A small window of the routed layout:
Region (105, 129) to (145, 169) um. Cells in gray, sequential cells in the stronger gray; small squares are vias.
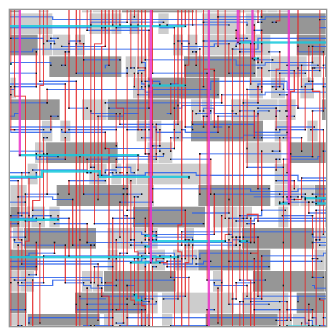
Clock wiring as the flow saved it:
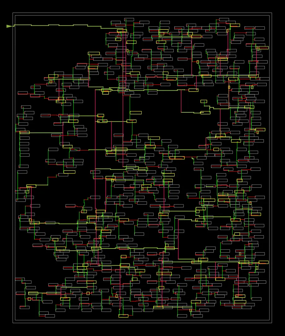
Signal metal coverage by tile:
Bar = 50 um. The die is cut into 25 by 30 equal tiles; white is low, dark blue is high, scaled to the fullest tile. Values are wire area over tile area, all layers added.
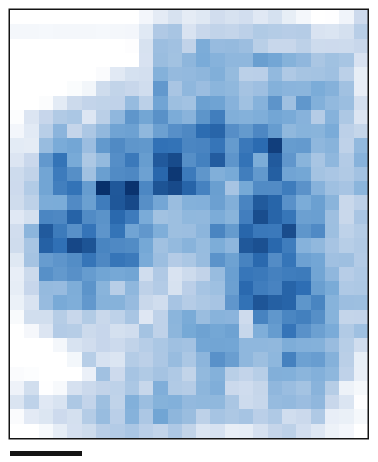
The metal 3 layer:
Cells faint in the background.
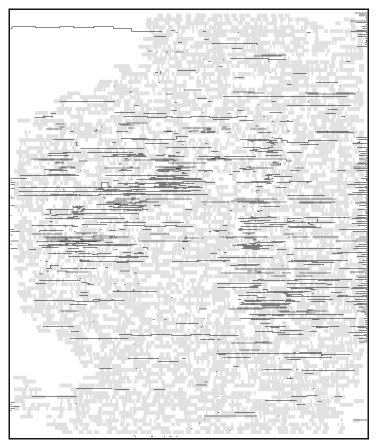
**config.mk**
```make
export PLATFORM = sky130hd
export DESIGN_NAME = div_check_flat
export DESIGN_NICKNAME = d
export VERILOG_FILES = /design/src/rtl/div_check_if.sv /design/src/rtl/div_check.sv /design/src/flat_wrapper.sv
export SDC_FILE = /design/constraint.sdc
export NUM_CORES = 2
export LEC_CHECK = 0
export CORE_ASPECT_RATIO = 1.2
export CORE_MARGIN = 2
export CORE_UTILIZATION = 47
export CTS_CLUSTER_SIZE = 16
export DETAILED_ROUTE_END_ITERATION = 10
export GPL_ROUTABILITY_DRIVEN = 0
export PLACE_DENSITY = 0.65
export SLEW_MARGIN = 15
export SYNTH_ARGS = -nofsm -noshare
export SYNTH_HDL_FRONTEND = slang
export SYNTH_SLANG_ARGS = --single-unit
export TNS_END_PERCENT = 1
```
**constraint.sdc**
```tcl
create_clock -name Clk -period 6.5 [get_ports Clk]
set_input_delay 0.975 -clock Clk [delete_from_list [all_inputs] [get_ports Clk]]
set_output_delay 0.975 -clock Clk [all_outputs]
set_load 0.02 [all_outputs]
```
**src/rtl/div_check_if.sv**
```systemverilog
// Handshake and operand/result bundle for the div_check reconstruction checker.
interface div_check_if #(
  parameter int DATAWIDTH = 64
);
  logic                 Start;
  logic [DATAWIDTH-1:0] Q;
  logic [DATAWIDTH-1:0] B;
  logic [DATAWIDTH-1:0] R;
  logic [DATAWIDTH-1:0] A;
  logic                 Busy;
  logic                 Done;
  logic [DATAWIDTH-1:0] Prod;
  logic                 Overflow;
  logic                 Match;

  modport master (
    output Start, Q, B, R, A,
    input  Busy, Done, Prod, Overflow, Match
  );

  modport slave (
    input  Start, Q, B, R, A,
    output Busy, Done, Prod, Overflow, Match
  );
endinterface

```
**src/rtl/div_check.sv**
```systemverilog
// div_check: recomputes Q*B + R with a one-bit-per-clock shift-add multiplier
// and reports whether the (Q, R) pair reconstructs the expected dividend A and
// is a legal division result (B != 0, R < B, no overflow).
module div_check #(
  parameter int DATAWIDTH = 64
) (
  input  logic        Clk,
  input  logic        Rst,
  div_check_if.slave  bus
);

  localparam int                CNT_W     = $clog2(DATAWIDTH) + 1;
  localparam logic [CNT_W-1:0]  LAST_ITER = CNT_W'(DATAWIDTH - 1);

  typedef enum logic [1:0] {IDLE, MUL, CHECK} state_e;

  state_e                 state_q, state_d;
  logic [DATAWIDTH-1:0]   q_sh_q, q_sh_d;     // multiplier, consumed LSB first
  logic [DATAWIDTH-1:0]   b_q, b_d;           // original divisor for legality test
  logic [DATAWIDTH-1:0]   r_q, r_d;
  logic [DATAWIDTH-1:0]   a_q, a_d;
  logic [2*DATAWIDTH-1:0] acc_q, acc_d;       // wide enough that Q*B + R never wraps
  logic [2*DATAWIDTH-1:0] b_sh_q, b_sh_d;     // divisor shifted to current bit weight
  logic [CNT_W-1:0]       cnt_q, cnt_d;
  logic                   done_q, done_d;
  logic [DATAWIDTH-1:0]   prod_q, prod_d;
  logic                   ovf_q, ovf_d;
  logic                   match_q, match_d;
  logic                   acc_hi_nz;

  assign acc_hi_nz = |acc_q[2*DATAWIDTH-1:DATAWIDTH];

  // Next-state and datapath: latch in IDLE, shift-add in MUL, grade in CHECK.
  always_comb begin
    // NOTE: every _d gets a default before the case, so no path leaves one unassigned and no latch is inferred.
    state_d = state_q;
    q_sh_d  = q_sh_q;
    b_d     = b_q;
    r_d     = r_q;
    a_d     = a_q;
    acc_d   = acc_q;
    b_sh_d  = b_sh_q;
    cnt_d   = cnt_q;
    done_d  = 1'b0;
    prod_d  = prod_q;
    ovf_d   = ovf_q;
    match_d = match_q;

    case (state_q)
      IDLE: begin
        if (bus.Start) begin
          q_sh_d  = bus.Q;
          b_d     = bus.B;
          r_d     = bus.R;
          a_d     = bus.A;
          acc_d   = {{DATAWIDTH{1'b0}}, bus.R};
          b_sh_d  = {{DATAWIDTH{1'b0}}, bus.B};
          cnt_d   = '0;
          state_d = MUL;
        end
      end
      MUL: begin
        if (q_sh_q[0]) begin
          acc_d = acc_q + b_sh_q;
        end
        q_sh_d = q_sh_q >> 1;
        b_sh_d = b_sh_q << 1;
        cnt_d  = cnt_q + 1'b1;
        // Fixed latency: always run all DATAWIDTH iterations.
        if (cnt_q == LAST_ITER) begin
          state_d = CHECK;
        end
      end
      CHECK: begin
        prod_d  = acc_q[DATAWIDTH-1:0];
        ovf_d   = acc_hi_nz;
        match_d = (b_q != '0) && (r_q < b_q) && !acc_hi_nz &&
                  (acc_q[DATAWIDTH-1:0] == a_q);
        done_d  = 1'b1;
        state_d = IDLE;
      end
      default: state_d = IDLE;
    endcase
  end

  // State and datapath registers; reset aborts any operation in flight.
  always_ff @(posedge Clk or negedge Rst) begin
    if (!Rst) begin
      state_q <= IDLE;
      q_sh_q  <= '0;
      b_q     <= '0;
      r_q     <= '0;
      a_q     <= '0;
      acc_q   <= '0;
      b_sh_q  <= '0;
      cnt_q   <= '0;
      done_q  <= 1'b0;
      prod_q  <= '0;
      ovf_q   <= 1'b0;
      match_q <= 1'b0;
    end else begin
      // NOTE: non-blocking assignments make every flop sample the pre-edge values together.
      state_q <= state_d;
      q_sh_q  <= q_sh_d;
      b_q     <= b_d;
      r_q     <= r_d;
      a_q     <= a_d;
      acc_q   <= acc_d;
      b_sh_q  <= b_sh_d;
      cnt_q   <= cnt_d;
      done_q  <= done_d;
      prod_q  <= prod_d;
      ovf_q   <= ovf_d;
      match_q <= match_d;
    end
  end

  // Busy covers MUL and CHECK, so it drops on the same edge that raises Done.
  assign bus.Busy     = (state_q != IDLE);
  assign bus.Done     = done_q;
  assign bus.Prod     = prod_q;
  assign bus.Overflow = ovf_q;
  assign bus.Match    = match_q;

endmodule

```
**src/flat_wrapper.sv**
```systemverilog
// flat-port wrapper written by rule: the top's interface ports become plain ports
module div_check_flat 
#(
  parameter int DATAWIDTH = 64
)
  (Clk, Rst, bus_Start, bus_Q, bus_B, bus_R, bus_A, bus_Busy, bus_Done, bus_Prod, bus_Overflow, bus_Match);
  div_check_if #(.DATAWIDTH(DATAWIDTH)) bus_i ();
  input  logic Clk;
  input  logic Rst;
  input wire logic [$bits(bus_i.Start)-1:0] bus_Start;
  input wire logic [$bits(bus_i.Q)-1:0] bus_Q;
  input wire logic [$bits(bus_i.B)-1:0] bus_B;
  input wire logic [$bits(bus_i.R)-1:0] bus_R;
  input wire logic [$bits(bus_i.A)-1:0] bus_A;
  output wire logic [$bits(bus_i.Busy)-1:0] bus_Busy;
  output wire logic [$bits(bus_i.Done)-1:0] bus_Done;
  output wire logic [$bits(bus_i.Prod)-1:0] bus_Prod;
  output wire logic [$bits(bus_i.Overflow)-1:0] bus_Overflow;
  output wire logic [$bits(bus_i.Match)-1:0] bus_Match;
  assign bus_i.Start = bus_Start;
  assign bus_i.Q = bus_Q;
  assign bus_i.B = bus_B;
  assign bus_i.R = bus_R;
  assign bus_i.A = bus_A;
  assign bus_Busy = bus_i.Busy;
  assign bus_Done = bus_i.Done;
  assign bus_Prod = bus_i.Prod;
  assign bus_Overflow = bus_i.Overflow;
  assign bus_Match = bus_i.Match;
  div_check #(.DATAWIDTH(DATAWIDTH)) u_core (.Clk(Clk), .Rst(Rst), .bus(bus_i));
endmodule
```
==> run_results.csv <==
group,metric,value,unit
synthesis,topCombFamilyByArea,"simple AND/OR/NAND/NOR gates",
layout,clockBufferCount,92,
die,dieArea,0.0747,mm^2
layout,buffers_excl_clock,350,
clocking,cts_resized,0,
final_timing,tightest_slew,1170,ps
final_timing,hold_viol_final,0,
place,portBuffers,326,
die,die_width,250,um
setup_path,crit_fanout,5,
setup_path,critPathBufInv,0,
clocking,holdBufCountCts,0,
route,ant_nets,0,
setup_path,crit_path_start,"u_core.acc_q[0]",
layout,n_fill_cell,6705,
route,drc,0,
synthesis,async_flop_share,100,%
synthesis,ys_sh_mux,0.176,%
setup_path,critical-path-max-stage-delay,570,ps
outcome,status,"completed",
synthesis,ys_chip_area,0.0341,mm^2
final_timing,slew_violations,0,
setup_path,critical_path.cell_chain,"ha_1 > fa_1 > a21oi_1 > nand4b_1 > nand2_2 > a221oi_4 > a21oi_2 > o21ai_2 > a31oi_4 > a21oi_1 > a21oi_2 > or3_1 > a32o_1",
clocking,clock_sinks,588,
route,drt_iter0_drc,2925,
layout,sh_comb_area,44.8,%
final_timing,setup_viol,0,
setup_path,worst_path_max_delay_cell,"a221oi_4",
die,fp_util,47.3,%
layout,n_antenna_cell,9,
final_timing,post-route-min-period,4170,ps
clocking,clockBufferDepth,3,
layout,area_dominant_class,"combinational gates",
setup_path,required,7000,ps
route,dr_wl_met2,56.4,mm
setup_path,end_kind,"flip-flop",
synthesis,synth_flop_count,588,
power,p_leak,18.7,nW
global_routing,grtUsageMet1,39.7,%
synthesis,ys_sh_aoi,18.6,%
die,ios,327,
clocking,cts_setup_buffers,0,
synthesis,ff_type,"dfrtp_1",
final_timing,fmax,240,MHz
synthesis,synth_stat.cells,4171,
final_timing,fin_hold_ws,339,ps
setup_path,worstSetupPathType,"flip-flop to flip-flop",
global_routing,grt-busiest-layer,"met2",
synthesis,synth.area.top_cells,"dfrtp_1 (43%), nand2_1 (14%), ha_1 (7.0%)",
setup_path,path_delay_family,"AND-OR/OR-AND gates",
synthesis,ys_seq_share,43.2,%
route,first_pass_iters,5,
clocking,ctsHtreeMaxLevel,3,
synthesis,synth_cells,4171,
global_routing,antenna_found_initial,9,
global_routing,grt_pass1_wl,182,mm
layout,layout-drive-gt1-share,4.53,%
setup_path,reg2reg_from,"u_core.acc_q[0]",
layout,inverters,123,
clocking,root_buffer,"clkbuf_16",
synthesis,adder_share,7.07,%
synthesis,syn_area_per_cell,8.17,um^2
final_timing,setup_tns,0,ps
global_routing,grt_max_degree,167,
synthesis,yosys.area.top_type,"dfrtp_1",
global_routing,grt_pass1_vias,30600,
power,pwr_density_cell,542,mW/mm^2
place,place_ws,2520,ps
global_routing,grtUsageMet2,52.2,%
power,p_total,0.0219,W
synthesis,synth_nets,4622,
place,post-dp-hpwl,88.6,mm
clocking,cts_buffers,67,
synthesis,yosys_warnings,0,
route,top_layer,"met4",
synthesis,top_cell_area_share,43.2,%
route,route.met3.wl,8.45,mm
layout,nMultiInputCombCells,3236,
power,ir_worst_vdd,260,uV
layout,layout-area-overhead-vs-synth,18.4,%
final_timing,layout_setup_ws,2330,ps
setup_path,cp.arrival,4670,ps
die,placementRows,108,
synthesis,edf_count,0,
flow_run,warning_count,36,
layout,nets,4817,
final_timing,slew-limit-headroom,21.2,%
layout,seq_share,36.5,%
worst_hold_path,hp-class,"primary input to asynchronous set/reset pin",
Back to the opening pictures, 'a small window of the routed layout':
Key: M2 = red; M1 = blue; M3 = cyan; M4 = magenta
Netlist names of flops here include u_core.b_sh_q (8), u_core.r_q (5), u_core.b_q (3). Most frequent: nand2_1 (36), dfrtp_1 (20), o21ai_0 (9). 104 logic cells have their middle in the window. Sequential cells in the window: 20.

Back to the opening pictures, 'clock wiring as the flow saved it':
flop count: 588
clock insertion delay at the later pin of the skew report: 630 ps
Clk power: 0.00412 W
clock skew: 24.7 ps

Back to the opening pictures, 'signal metal coverage by tile':
The emptiest ninth of the die: north-west. 7.9% of the tiles are nearly empty. The fullest tile reaches 0.70. 28% of the tiles are over half the peak. The mean over all tiles is 0.27.
DR vias: 31,300
final wirelength: 119 mm
wire per inst: 22.2 um
total track usage: 31.6%

Back to the opening pictures, 'the metal 3 layer':
The layer holds 7.1% of the routed length. The layer carries 8,450 um of wire. The longest straight run is 128 um. The wires run mostly horizontal. 549 nets have wire on it.
met3 Resource Use GR: 5.23%

-- worst register-to-register path, cell delays in order (launching register included) --
cell and delay, ps:
dfrtp_1 410, ha_1 250, fa_1 420, a21oi_1 200, nand4b_1 180, nand2_2 110, a221oi_4 570, a21oi_2 160
o21ai_2 330, a31oi_4 230, a21oi_1 430, a21oi_2 150, or3_1 370, a32o_1 240
-- power by group --
group	switching [W]	internal, W	total [W]
clock network	0.00163	0.00249	0.00412
logic	0.00702	0.00415	0.0112
registers	0.00145	0.00512	0.00657
-- placed cells by master, fill, tap and decap left out, types with 8 or more instances in the layout --
| cell type | synthesis | routed |
|---|---|---|
| nor2b_1 | 10 | 9 |
| xor2_1 | 79 | 79 |
| nand2b_1 | 17 | 15 |
| o21a_1 | 22 | 22 |
| nor2_1 | 201 | 199 |
| xnor2_1 | 85 | 85 |
| a21o_1 | 95 | 95 |
| clkbuf_1 | 188 | 9 |
| or3_1 | 14 | 14 |
| o211ai_1 | 14 | 14 |
| inv_1 | 121 | 121 |
| bufinv_16 | 0 | 10 |
| a31oi_1 | 32 | 32 |
| o21bai_1 | 44 | 44 |
| and3_1 | 8 | 8 |
| clkbuf_8 | 0 | 16 |
| dfrtp_1 | 588 | 588 |
| a211oi_1 | 14 | 14 |
| nor3_1 | 30 | 30 |
| nand4_1 | 89 | 89 |
| nand3_1 | 98 | 98 |
| nor4_1 | 62 | 62 |
| a22oi_1 | 63 | 63 |
| clkinv_2 | 0 | 8 |
| buf_4 | 5 | 18 |
| ha_1 | 191 | 191 |
| diode_2 | 0 | 9 |
| or2_2 | 9 | 9 |
| nand2_1 | 1289 | 1286 |
| o31ai_1 | 13 | 13 |
| clkbuf_16 | 0 | 67 |
| o21ai_0 | 299 | 299 |
| clkdlybuf4s50_1 | 0 | 325 |
| a21oi_1 | 278 | 278 |
| o21ai_1 | 40 | 40 |
-- sequential cells by signal, summed over array words and instances (netlist names) --
name                 flops
u_core.a_q              64
u_core.acc_q           128
u_core.b_q              64
u_core.b_sh_q          128
u_core.bus.Done          1
u_core.bus.Match         1
u_core.bus.Overflow      1
u_core.bus.Prod         64
u_core.cnt_q             7
u_core.q_sh_q           64
u_core.r_q              64
u_core.state_q           2
-- path summary, 6_finish.rpt --
kind	cells past startpoint	to	slack, ps
hold / removal	1	u_core.b_q[17]	340
setup reg to reg	13	u_core.acc_q[112]	2330
max in group asynchronous	2	u_core.acc_q[70]	4780
setup / recovery	13	u_core.acc_q[112]	2330
min in group Clk	1	u_core.state_q[1]	470
hold reg to reg	1	u_core.state_q[1]	470
-- per-stage QoR --
stage	area (um^2)	util, %	cells
2_1_floorplan	34100	-	4171
3_3_place_gp	37900	52.7	5232
3_5_place_dp	37900	52.7	5232
4_1_cts	40300	56.0	5351
5_1_grt	40300	56.0	5360
6_report	40300	56.0	5360
-- kinds of logic after synthesis --
| family | count (synthesis) |
|---|---|
| and+or+nand+nor | 1858 |
| xor gates and xnor gates | 164 |
| AOI/OAI and AO/OA | 1016 |
| muxes | 6 |
| DFF | 588 |
| adders and majority gates | 192 |
| buffers and inverters | 347 |
No activity file was given, so power comes from the tool's default toggle rates.
